### Metal 1, run 1

Supply wires on this layer in gray.
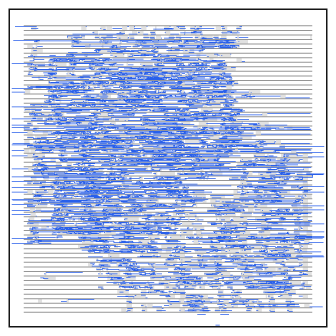
### Clock wiring as the flow saved it, run 1

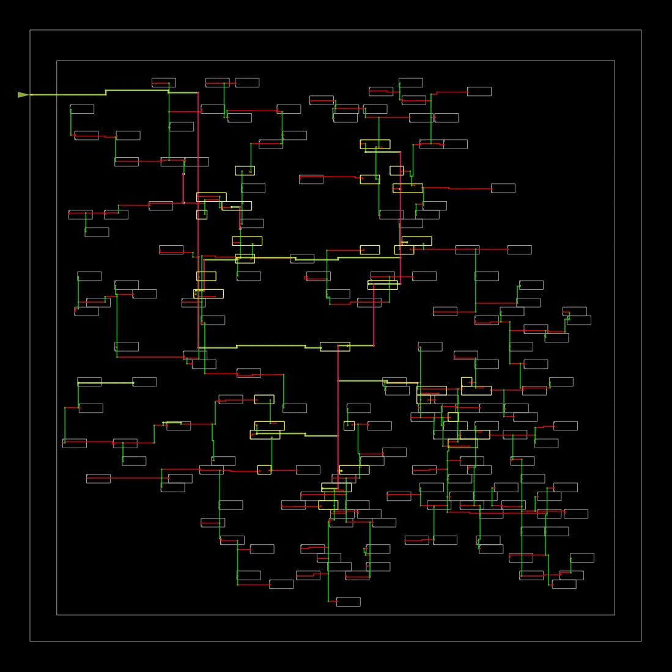
### Clock network drawn from the DEF, run 1

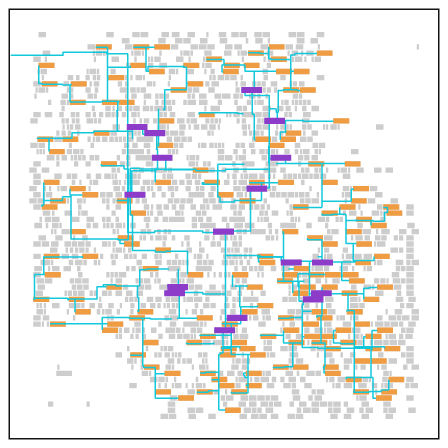
**src/rtl/ppcpu_pkg.sv**
```systemverilog
// Shared PPCPU definitions: widths, fetch constants, IF state encoding, IF/ID payload.
package ppcpu_pkg;

   localparam int unsigned XLEN   = 32;
   localparam int unsigned INST_W = 32;

   localparam logic [XLEN-1:0]   DEF_RESET_PC = 32'h0000_0000;
   localparam logic [INST_W-1:0] DEF_NOP_INST = 32'h0000_0000;
   localparam int unsigned       DEF_PC_STEP  = 4;

   // Fetch FSM states
   typedef enum logic [1:0] {
      ST_RST   = 2'd0,
      ST_REQ   = 2'd1,
      ST_HOLD  = 2'd2,
      ST_DRAIN = 2'd3
   } if_state_t;

   // IF/ID register update selector
   typedef enum logic [1:0] {
      IFID_HOLD  = 2'd0,
      IFID_LOAD  = 2'd1,
      IFID_FLUSH = 2'd2
   } ifid_op_t;

   // IF/ID payload
   typedef struct packed {
      logic              valid;
      logic [XLEN-1:0]   pc;
      logic [INST_W-1:0] inst;
   } if_id_t;

   // Word-align a branch target
   function automatic logic [XLEN-1:0] align_pc(input logic [XLEN-1:0] a);
      return a & ~(XLEN'(3));
   endfunction

endpackage

```
**src/rtl/if_id_reg.sv**
```systemverilog
// IF/ID pipeline register with load / hold / flush control.
module if_id_reg
   import ppcpu_pkg::*;
#(
   parameter logic [XLEN-1:0]   RESET_PC = DEF_RESET_PC,
   parameter logic [INST_W-1:0] NOP_INST = DEF_NOP_INST
) (
   input  logic     Clock,
   input  logic     Reset,
   input  ifid_op_t op,
   input  if_id_t   d,
   output if_id_t   q
);

   // Flush keeps the supplied PC but always drops validity and injects a NOP
   always_ff @(posedge Clock) begin
      if (Reset) begin
         q <= '{valid: 1'b0, pc: RESET_PC, inst: NOP_INST};
      end else begin
         unique case (op)
            IFID_LOAD:  q <= d;
            IFID_FLUSH: q <= '{valid: 1'b0, pc: d.pc, inst: NOP_INST};
            default:    q <= q;
         endcase
      end
   end

endmodule

```
**src/rtl/if_stage.sv**
```systemverilog
// PPCPU instruction-fetch stage: PC, imem handshake FSM, skid buffer, IF/ID.
// Optional performance counters (Fetch_Cnt, Stall_Cnt) when IF_PERF_EN is defined.
module if_stage
   import ppcpu_pkg::*;
#(
   parameter logic [XLEN-1:0]   RESET_PC = DEF_RESET_PC,
   parameter logic [INST_W-1:0] NOP_INST = DEF_NOP_INST,
   parameter int unsigned       PC_STEP  = DEF_PC_STEP
) (
   input  logic              Clock,
   input  logic              Reset,
   input  logic              Stall,
   input  logic              Redirect,
   input  logic [XLEN-1:0]   Redirect_PC,
   output logic              IMem_Req,
   output logic [XLEN-1:0]   IMem_Addr,
   input  logic              IMem_Ready,
   input  logic [INST_W-1:0] IMem_Data,
   output logic [XLEN-1:0]   PC,
   output logic [INST_W-1:0] IF_Inst,
   output logic              ID_Valid,
   output logic [XLEN-1:0]   ID_PC,
   output logic [INST_W-1:0] ID_Inst
`ifdef IF_PERF_EN
   ,
   output logic [31:0]       Fetch_Cnt,
   output logic [31:0]       Stall_Cnt
`endif
);

   if_state_t         state;
   logic [XLEN-1:0]   pc_q;
   logic [XLEN-1:0]   addr_q;
   logic              req_q;
   logic [INST_W-1:0] skid_data;
   logic              skid_valid;

   logic [XLEN-1:0]   pc_inc;
   logic [XLEN-1:0]   redir_pc;

   ifid_op_t          ifid_op;
   if_id_t            ifid_d;
   if_id_t            ifid_q;

   assign pc_inc   = pc_q + XLEN'(PC_STEP);
   assign redir_pc = align_pc(Redirect_PC);

   assign PC        = pc_q;
   assign IMem_Addr = addr_q;
   assign IMem_Req  = req_q;
   assign IF_Inst   = (req_q && IMem_Ready) ? IMem_Data : NOP_INST;
   assign ID_Valid  = ifid_q.valid;
   assign ID_PC     = ifid_q.pc;
   assign ID_Inst   = ifid_q.inst;

   // IF/ID control decode: redirect flushes, stall freezes, a missing return inserts a bubble
   always_comb begin
      ifid_op = IFID_HOLD;
      ifid_d  = '{valid: 1'b1, pc: pc_q, inst: IMem_Data};
      unique case (state)
         ST_REQ: begin
            if (Redirect) begin
               ifid_op   = IFID_FLUSH;
               ifid_d.pc = Redirect_PC;
            end else if (!Stall) begin
               if (IMem_Ready) begin
                  ifid_op = IFID_LOAD;
               end else begin
                  ifid_op   = IFID_FLUSH;
                  ifid_d.pc = ifid_q.pc;
               end
            end
         end
         ST_HOLD: begin
            if (Redirect) begin
               ifid_op   = IFID_FLUSH;
               ifid_d.pc = Redirect_PC;
            end else if (!Stall) begin
               ifid_op      = IFID_LOAD;
               ifid_d.valid = skid_valid;
               ifid_d.inst  = skid_data;
            end
         end
         ST_DRAIN: begin
            if (Redirect) begin
               ifid_op   = IFID_FLUSH;
               ifid_d.pc = Redirect_PC;
            end else if (!Stall) begin
               ifid_op   = IFID_FLUSH;
               ifid_d.pc = ifid_q.pc;
            end
         end
         default: begin
            ifid_op = IFID_HOLD;
         end
      endcase
   end

   // Fetch FSM: PC, request/address registers and skid buffer
   always_ff @(posedge Clock) begin
      if (Reset) begin
         state      <= ST_RST;
         pc_q       <= RESET_PC;
         addr_q     <= RESET_PC;
         req_q      <= 1'b0;
         skid_data  <= NOP_INST;
         skid_valid <= 1'b0;
      end else begin
         unique case (state)
            ST_RST: begin
               state  <= ST_REQ;
               req_q  <= 1'b1;
               addr_q <= pc_q;
            end
            ST_REQ: begin
               if (Redirect) begin
                  pc_q       <= redir_pc;
                  skid_valid <= 1'b0;
                  skid_data  <= NOP_INST;
                  if (IMem_Ready) begin
                     addr_q <= redir_pc;
                  end else begin
                     state <= ST_DRAIN;
                  end
               end else if (IMem_Ready) begin
                  if (Stall) begin
                     skid_data  <= IMem_Data;
                     skid_valid <= 1'b1;
                     req_q      <= 1'b0;
                     state      <= ST_HOLD;
                  end else begin
                     pc_q   <= pc_inc;
                     addr_q <= pc_inc;
                  end
               end
            end
            ST_HOLD: begin
               if (Redirect) begin
                  pc_q       <= redir_pc;
                  addr_q     <= redir_pc;
                  req_q      <= 1'b1;
                  skid_valid <= 1'b0;
                  skid_data  <= NOP_INST;
                  state      <= ST_REQ;
               end else if (!Stall) begin
                  pc_q       <= pc_inc;
                  addr_q     <= pc_inc;
                  req_q      <= 1'b1;
                  skid_valid <= 1'b0;
                  state      <= ST_REQ;
               end
            end
            ST_DRAIN: begin
               // Address held at the abandoned fetch until memory answers
               if (Redirect) begin
                  pc_q <= redir_pc;
                  if (IMem_Ready) begin
                     addr_q <= redir_pc;
                     state  <= ST_REQ;
                  end
               end else if (IMem_Ready) begin
                  addr_q <= pc_q;
                  state  <= ST_REQ;
               end
            end
            default: begin
               state <= ST_RST;
               req_q <= 1'b0;
            end
         endcase
      end
   end

   if_id_reg #(
      .RESET_PC (RESET_PC),
      .NOP_INST (NOP_INST)
   ) u_if_id_reg (
      .Clock (Clock),
      .Reset (Reset),
      .op    (ifid_op),
      .d     (ifid_d),
      .q     (ifid_q)
   );

`ifdef IF_PERF_EN
   // Performance counters: valid IF/ID loads and non-reset stall cycles
   always_ff @(posedge Clock) begin
      if (Reset) begin
         Fetch_Cnt <= 32'd0;
         Stall_Cnt <= 32'd0;
      end else begin
         if (ifid_op == IFID_LOAD && ifid_d.valid) begin
            Fetch_Cnt <= Fetch_Cnt + 32'd1;
         end
         if (Stall && state != ST_RST) begin
            Stall_Cnt <= Stall_Cnt + 32'd1;
         end
      end
   end
`endif

endmodule

```
**config.mk**
```make
export PLATFORM = sky130hd
export DESIGN_NAME = if_stage
export DESIGN_NICKNAME = d
export VERILOG_FILES = /design/src/rtl/ppcpu_pkg.sv /design/src/rtl/if_id_reg.sv /design/src/rtl/if_stage.sv
export SDC_FILE = /design/constraint.sdc
export NUM_CORES = 1
export LEC_CHECK = 0
export CAP_MARGIN = 10
export CELL_PAD_IN_SITES_DETAIL_PLACEMENT = 0
export CELL_PAD_IN_SITES_GLOBAL_PLACEMENT = 1
export CORE_MARGIN = 8
export CORE_UTILIZATION = 33
export CTS_CLUSTER_DIAMETER = 60
export DETAILED_ROUTE_END_ITERATION = 8
export PLACE_DENSITY = 0.75
export REMOVE_ABC_BUFFERS = 1
export SYNTH_ARGS = -nofsm -noshare
export SYNTH_HDL_FRONTEND = slang
export SYNTH_SLANG_ARGS = --single-unit
```
**constraint.sdc**
```tcl
create_clock -name Clock -period 2.55 [get_ports Clock]
set_input_delay 0.255 -clock Clock [delete_from_list [all_inputs] [get_ports Clock]]
set_output_delay 0.255 -clock Clock [all_outputs]
set_load 0.05 [all_outputs]
```
==> out/results.ini <==
[pwr]
leakagePower_nw=4.92
clockPowerShare_pct=33.7
power.total_w=0.00808

[floorplanning]
die_area_um2=35700
die_h_um=189

[route]
ant_nets=0
drtIter0Drc=1268

[final_layout]
drive_above_1_share_pct=13.1
multiInputGateArea_um2=5960
area_growth_pct=37.6

[worst_setup_path]
ff2ff_path_depth=6
crit_slowest_cell=or4_4
cp_data_required_time_ns=2.91

[yosys]
synthCells=1305
simple_gate_share_pct=21.4
mux_area_share_pct=5.42
synth_seq_share_pct=33.0
ys_area_um2=9880

[worst_hold_path]
hp-start=Redirect_PC[1]

[cts]
hold_buffers=0

[global_route]
grt_pass1_wl_um=64900
grt_pass1_vias=10633
grt_use_total_pct=22.7

[placed_design]
finalWeightedCongestion=0.903
hpwl_um=28700

[status]
status=finished clean

About 'Metal 1':
longest straight run	53.4 um
nets with wire on the layer	1457
wire length on this layer	18300 um
main direction	horizontal
routed via count: 11394
met1 usage: 30.4%

About 'Clock wiring as the flow saved it':
CTS Buf Count: 17
Worst-Skew Late Latency: 0.45 ns
Layout Skew: 0.0161 ns
flip-flops: 163
clock buffer count in the final layout: 17

About 'Clock network drawn from the DEF':
[purple] clock drivers | count: 17
[cyan] clock wires | length: 2460 um
[orange] flip-flops | count: 163
routed clock nets	18

## run 1: stage by stage
step	std cells	setup TNS (ns)	utilization [%]
6_report	1914	0	46.0
5_1_grt	1914	0	46.0
4_1_cts	1914	0	46.0
3_5_place_dp	1882	0	43.9
3_3_place_gp	1882	-0.0151	43.9
2_1_floorplan	1159	-161.80	-
## run 1: flip-flops by register name (all words and copies together) (netlist names)
name / cells
state: 2
skid_valid: 1
IMem_Req: 1
IMem_Addr: 32
u_if_id_reg.q: 65
PC: 30
skid_data: 32
## run 1: power by group through the flow
stage / logic (W) / clock network, W / registers [W]
floorplan: 0.000791 / 0 / 0.00351
global placement: 0.00245 / 0 / 0.00293
detailed placement: 0.00247 / 0 / 0.00294
CTS: 0.00248 / 0.00277 / 0.00288
global route: 0.00262 / 0.00287 / 0.00291
finish: 0.00248 / 0.00272 / 0.00288
## run 1: critical path, delay by kind of cell, from the launching register on
| kind | cells | cell delay, ns |
|---|---|---|
| DFF | 1 | 0.45 |
| and+or+nand+nor | 4 | 1.37 |
| AOI/OAI and AO/OA | 1 | 0.17 |
| adders and majority gates | 1 | 0.30 |
## run 1: final cells by class
cell class,count,area share (%)
clock buffers,17,3.13
clock inverters,15,1.46
inverters,14,0.387
multi-input cells,982,43.8
flip-flops and latches,163,24.0
well taps,390,3.59
repair buffers,333,23.6
## run 1: metal layers
metal	up-vias	share of wire [%]	global-route usage (%)
li1	5268	-	-
met1	5491	43	30.4
met2	563	46	36.3
met3	72	8.5	4.34
met4	0	2.2	7.16
met5	-	0	0
## run 1: cell usage in the layout, fill, tap and decap left out, types with 6 or more instances in the layout
master | synthesis | final
nand2_1 | 129 | 129
o32ai_1 | 6 | 6
mux2i_1 | 13 | 13
buf_4 | 10 | 94
dfxtp_1 | 163 | 163
o21ai_0 | 101 | 101
mux2_2 | 36 | 36
o221ai_1 | 9 | 9
clkdlybuf4s50_1 | 0 | 225
a311oi_1 | 38 | 38
o22ai_1 | 31 | 30
a22oi_1 | 92 | 92
o211ai_1 | 7 | 7
nand3_1 | 20 | 20
a31oi_1 | 15 | 15
a211oi_1 | 9 | 9
nand2b_1 | 10 | 10
a21o_1 | 11 | 11
buf_12 | 0 | 12
clkbuf_16 | 0 | 17
o2bb2ai_1 | 8 | 8
a22o_1 | 9 | 9
nor3_1 | 19 | 19
and2_1 | 9 | 9
nor2b_1 | 9 | 9
and3_1 | 45 | 45
nor2_1 | 154 | 151
nor4_1 | 10 | 10
inv_1 | 12 | 12
a21oi_1 | 86 | 85
clkinv_8 | 0 | 6
o31ai_1 | 7 | 7
nand4_1 | 14 | 14
## run 1: kinds of logic (layout without fill, tap and decap cells)
| logic type | Yosys count | in the layout |
|---|---|---|
| AND-OR/OR-AND | 473 | 473 |
| XOR/XNOR | 9 | 9 |
| adder cells (fa/ha/maj) | 2 | 2 |
| buffers and inverters | 161 | 379 |
| flip-flops | 163 | 163 |
| multiplexers | 49 | 49 |
| other | 1 | 2 |
| AND/OR/NAND/NOR | 447 | 447 |
Power and IR drop assume default switching activity.
